==> config.mk <==
export PLATFORM = sky130hd
export DESIGN_NAME = multi_free_list_flat
export DESIGN_NICKNAME = d
export VERILOG_FILES = /design/src/rtl/multi_free_list_if.sv /design/src/rtl/multi_free_list.sv /design/src/flat_wrapper.sv
export SDC_FILE = /design/constraint.sdc
export NUM_CORES = 1
export LEC_CHECK = 0
export CAP_MARGIN = 20
export CORE_ASPECT_RATIO = 2
export CORE_MARGIN = 3
export CORE_UTILIZATION = 35
export DETAILED_ROUTE_END_ITERATION = 16
export GPL_ROUTABILITY_DRIVEN = 0
export PLACE_DENSITY_LB_ADDON = 0.2
export SYNTH_ARGS = -nofsm -noshare
export SYNTH_HDL_FRONTEND = slang
export SYNTH_SLANG_ARGS = --single-unit
export TNS_END_PERCENT = 50
==> constraint.sdc <==
create_clock -name clock -period 5.5 [get_ports clock]
set_clock_uncertainty 0.05 [all_clocks]
set_input_delay 1.1 -clock clock [delete_from_list [all_inputs] [get_ports clock]]
set_output_delay 1.1 -clock clock [all_outputs]
set_load 0.02 [all_outputs]
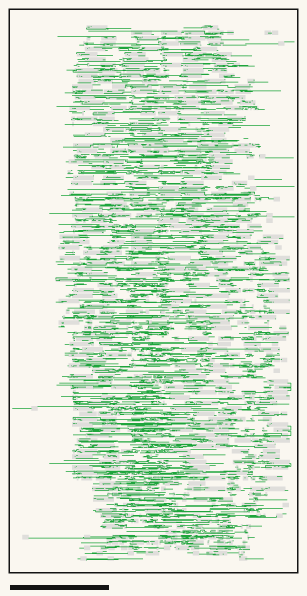
Fig. 1. The metal 1 layer (run 1).
The bar under the picture is 50 µm long. Cells faint in the background.
share of all routed wire: 29%
nets with wire on the layer: 1,079
DR vias: 10,020
final WL: 53.69 mm
met1 Use GR: 0.2365

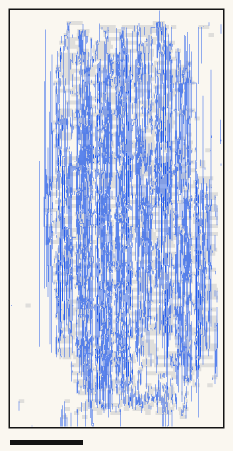
Fig. 2. Metal 2 (run 1).
The bar under the picture is 50 µm long. Cells faint in the background.
main direction: vertical
longest straight run: 175 µm
share of all routed wire: 54%
met2 usage: 0.4786

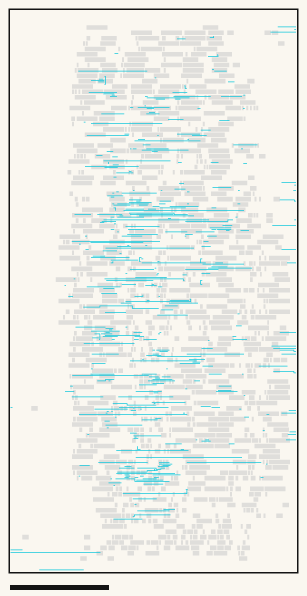
Fig. 3. Metal 3 (run 1).
The bar under the picture is 50 µm long. Cells faint in the background.
longest straight run: 60.7 µm
nets with wire on the layer: 202
wire length on this layer: 3,020 µm
share of all routed wire: 5.6%
main direction: horizontal
grt met3 use: 0.03705

==> results.txt, run 1 <==
Comb gates -> 737
Final Power -> 5.351 mW
Simple Share, Synth -> 0.1466
Yosys stat chip area -> 0.01362 mm²
Setup CP Type -> flop to primary output
Largest stage delay, worst path -> 0.62 ns
Worst-Margin Slew -> 1.252 ns
Dominant logic cell types in the final layout -> edfxtp_1, nand2_1, mux4_2
FMAX -> 201.6 MHz
Filler cells -> 3,692
Synth Cell Area -> 0.01362 mm²
Finished Layout Cells -> 1,614
Flip-flops -> 229
Ys cells -> 1,090
Main power group -> registers
Largest net degree at the start of global routing -> 99
Critical-path cell list -> ha_4, buf_12, mux4_2, mux4_2, mux2_2, clkdlybuf4s50_1
IO buf count -> 43
CTS H-tree lvls -> 1
Synth top cell by count -> edfxtp_1
Adder Share, Synth -> 0.01875
DR WL met2 -> 28.78 mm
Nets -> 1,125
R2R Setup Slk -> 1.12 ns
Routed Antenna Nets -> 0
Ys Warns -> 0
R2R cell count -> 10
Crit. End Element -> primary output
Seq power -> 2.02 mW
EDFF count, synth -> 216
Max reg flops -> 192
WL/cell -> 33.27 µm
Leakage Power -> 4.303 nW
Top cells by area -> edfxtp_1, mux4_2, nand2_1
Outcome -> finished clean
Clk power -> 1.68 mW
Drt initial violations -> 1,018
Pwr/cell area -> 347.5 mW/mm²
Ys flop type -> edfxtp_1
Worst hold slack -> 0.5382 ns
Post-Route Utilization -> 0.4035
Clock-cell share -> 0.05013
Worst min path class -> flop to flop
Post-CTS Resized -> 0
--- run 2 (diff from run 1) ---
Settings changed: GPL_TIMING_DRIVEN set to 0.
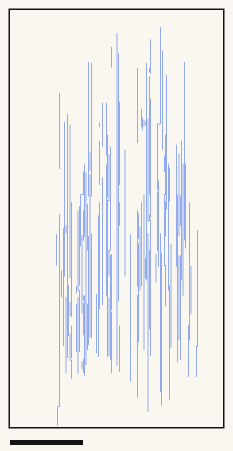
Fig. 4. M4 wires (run 2).
The bar under the picture is 50 µm long.
wire length on this layer: 6,950 µm
share of all routed wire: 12%
longest straight run: 170 µm
final WL: 57.07 mm
DR vias: 10,590

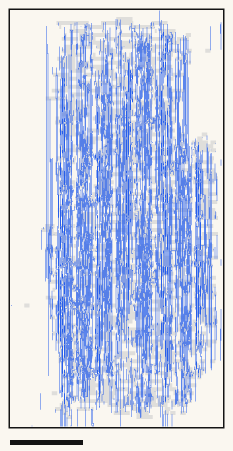
Fig. 5. Metal 2 (run 2).
The bar under the picture is 50 µm long. Cells faint in the background.
main direction: vertical
share of all routed wire: 52%
longest straight run: 172 µm
met2 usage: 0.5045

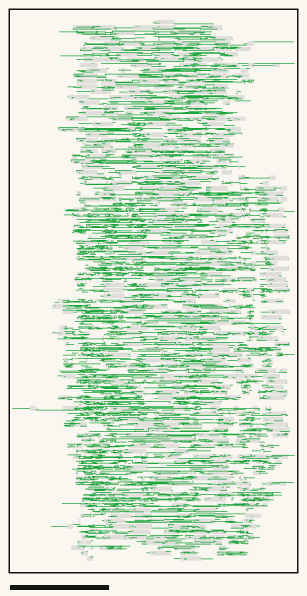
Fig. 6. The metal 1 layer (run 2).
The bar under the picture is 50 µm long. Cells faint in the background.
nets with wire on the layer: 1,173
wire length on this layer: 16,900 µm
met1 Use GR: 0.2560

==> run 2 against run 1 <==
Net effect: core utilization rose by 0.73 points; sequential share of layout area fell by 0.82 points; global-route usage rose by 1.7 points; design area rose by 1.8%; non-clock buffer count rose by 94; highest routed layer is now met5; critical endpoint is now fl_alloc_tag[8]; wire length rose by 6.3%; sequential power barely moved; fmax fell by 8.8%; register-to-register slack got worse by 0.97 ns; largest cell class unchanged; clock power barely moved; worst setup slack got worse by 0.48 ns.
==> results.txt, run 2 <==
Max reg flops -> 192 (unchanged)
Clk power -> 1.67 mW (about the same)
Synth top cell by count -> edfxtp_1
Synth Cell Area -> 0.01362 mm² (unchanged)
Routed Antenna Nets -> 0 (unchanged)
Largest stage delay, worst path -> 0.59 ns (-0.03 ns)
Nets -> 1,220 (+8.4%)
Crit. End Element -> primary output
DR WL met2 -> 29.91 mm (+3.9%)
Filler cells -> 3,664 (-0.76%)
WL/cell -> 33.39 µm (+0.38%)
Top cells by area -> edfxtp_1, mux4_2, nand2_1
Critical-path cell list -> clkbuf_2, clkdlybuf4s15_2, clkbuf_2, mux4_2, mux4_2, mux2_2, clkdlybuf4s50_1
Main power group -> registers
Largest net degree at the start of global routing -> 16 (-84%)
CTS H-tree lvls -> 1 (unchanged)
EDFF count, synth -> 216 (unchanged)
Seq power -> 2.01 mW (about the same)
IO buf count -> 39 (-9.3%)
Outcome -> finished clean
Flip-flops -> 229 (unchanged)
Post-CTS Resized -> 48 (+48)
Yosys stat chip area -> 0.01362 mm² (unchanged)
Worst-Margin Slew -> 1.156 ns (-0.09570 ns)
Simple Share, Synth -> 0.1466 (unchanged)
FMAX -> 183.9 MHz (-8.8%)
Pwr/cell area -> 346.8 mW/mm² (-0.22%)
Worst min path class -> flop to flop
Ys cells -> 1,090 (unchanged)
Leakage Power -> 4.444 nW (+3.3%)
Clock-cell share -> 0.04884 (-0.001295)
Drt initial violations -> 1,319 (+30%)
--- run 3 (diff from run 2) ---
Settings changed: CORE_UTILIZATION 35 to 30.
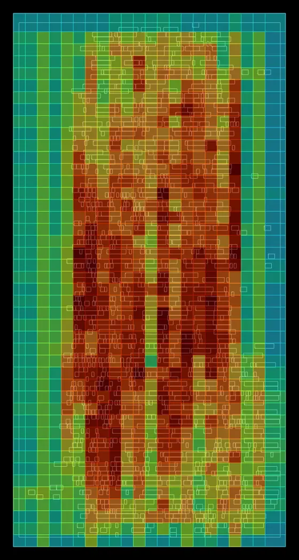
Fig. 7. Routing congestion (run 3).
met1 Use GR: 0.2357
GRT Overall Usage: 0.2431

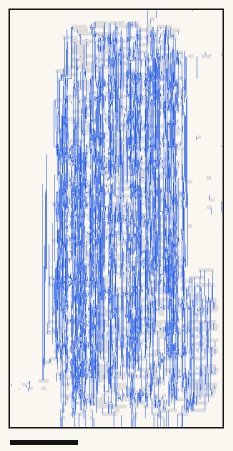
Fig. 8. Metal 2 (run 3).
The bar under the picture is 50 µm long. Cells faint in the background.
longest straight run: 144 µm
share of all routed wire: 53%
met2 usage: 0.4449
DR vias: 10,600
final WL: 59.12 mm

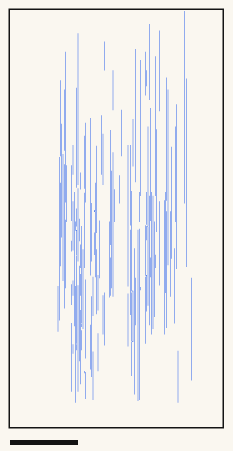
Fig. 9. M4 wires (run 3).
The bar under the picture is 50 µm long.
share of all routed wire: 12%
main direction: vertical

==> run 3 against run 2 <==
Net effect: worst setup slack got worse by 0.040 ns; fmax fell by 0.73%; power fell by 2.6%; register-to-register slack improved by 0.05 ns; synthesized area did not move; combinational power barely moved; clock power fell by 8%; die area rose by 16%; worst hold slack improved by 0.0041 ns; first-iteration DRC count fell by 3.2%; highest routed layer is now met4; critical path depth did not move; sequential share of layout area barely moved; largest power group unchanged.
==> results.txt, run 3 <==
Remaining DRCs -> 0
Worst hold slack -> 0.5308 ns
Ys cells -> 1,090 (unchanged)
Comb area -> 0.006407 mm²
Grt met3 use -> 0.02320
Worst min path class -> flop to flop
Largest net degree at the start of global routing -> 17 (+1)
Synth Cell Area -> 0.01362 mm² (unchanged)
Drt initial violations -> 1,277 (-3.2%)
Worst-Margin Slew -> 1.171 ns (+0.01537 ns)
Top class by area -> sequential cells
Pwr/cell area -> 337.6 mW/mm² (-2.6%)
Filler cells -> 4,326 (+18%)
Vias/cell -> 6.066
Largest stage delay, worst path -> 0.55 ns (-0.04 ns)
Seq power -> 2.01 mW (about the same)
Highest routed layer -> met4
Yosys stat chip area -> 0.01362 mm² (unchanged)
Synth top cell by count -> edfxtp_1
Nets -> 1,221 (+0.082%)
Final setup vio count -> 0
Clock-cell share -> 0.04369 (-0.005146)
Outcome -> finished clean
IO buf count -> 39 (unchanged)
Leakage Power -> 4.434 nW (-0.24%)
FMAX -> 182.6 MHz (-0.73%)
Critical-path cell list -> clkbuf_2, buf_2, clkbuf_2, mux4_2, mux4_2, mux2_2, clkdlybuf4s50_1
Simple Share, Synth -> 0.1466 (unchanged)
Post-CTS Resized -> 56 (+17%)
Top cells by area -> edfxtp_1, mux4_2, nand2_1
DR WL met2 -> 31.20 mm (+4.3%)
Main logic family after synthesis -> multiplexers
Drt pass-1 iters -> 6
Routed Antenna Nets -> 0 (unchanged)
Crit. End Element -> primary output
CTS H-tree lvls -> 1 (unchanged)
Main power group -> registers
Flip-flops -> 229 (unchanged)
Max reg flops -> 192 (unchanged)
No activity file was given, so power comes from the tool's default toggle rates.
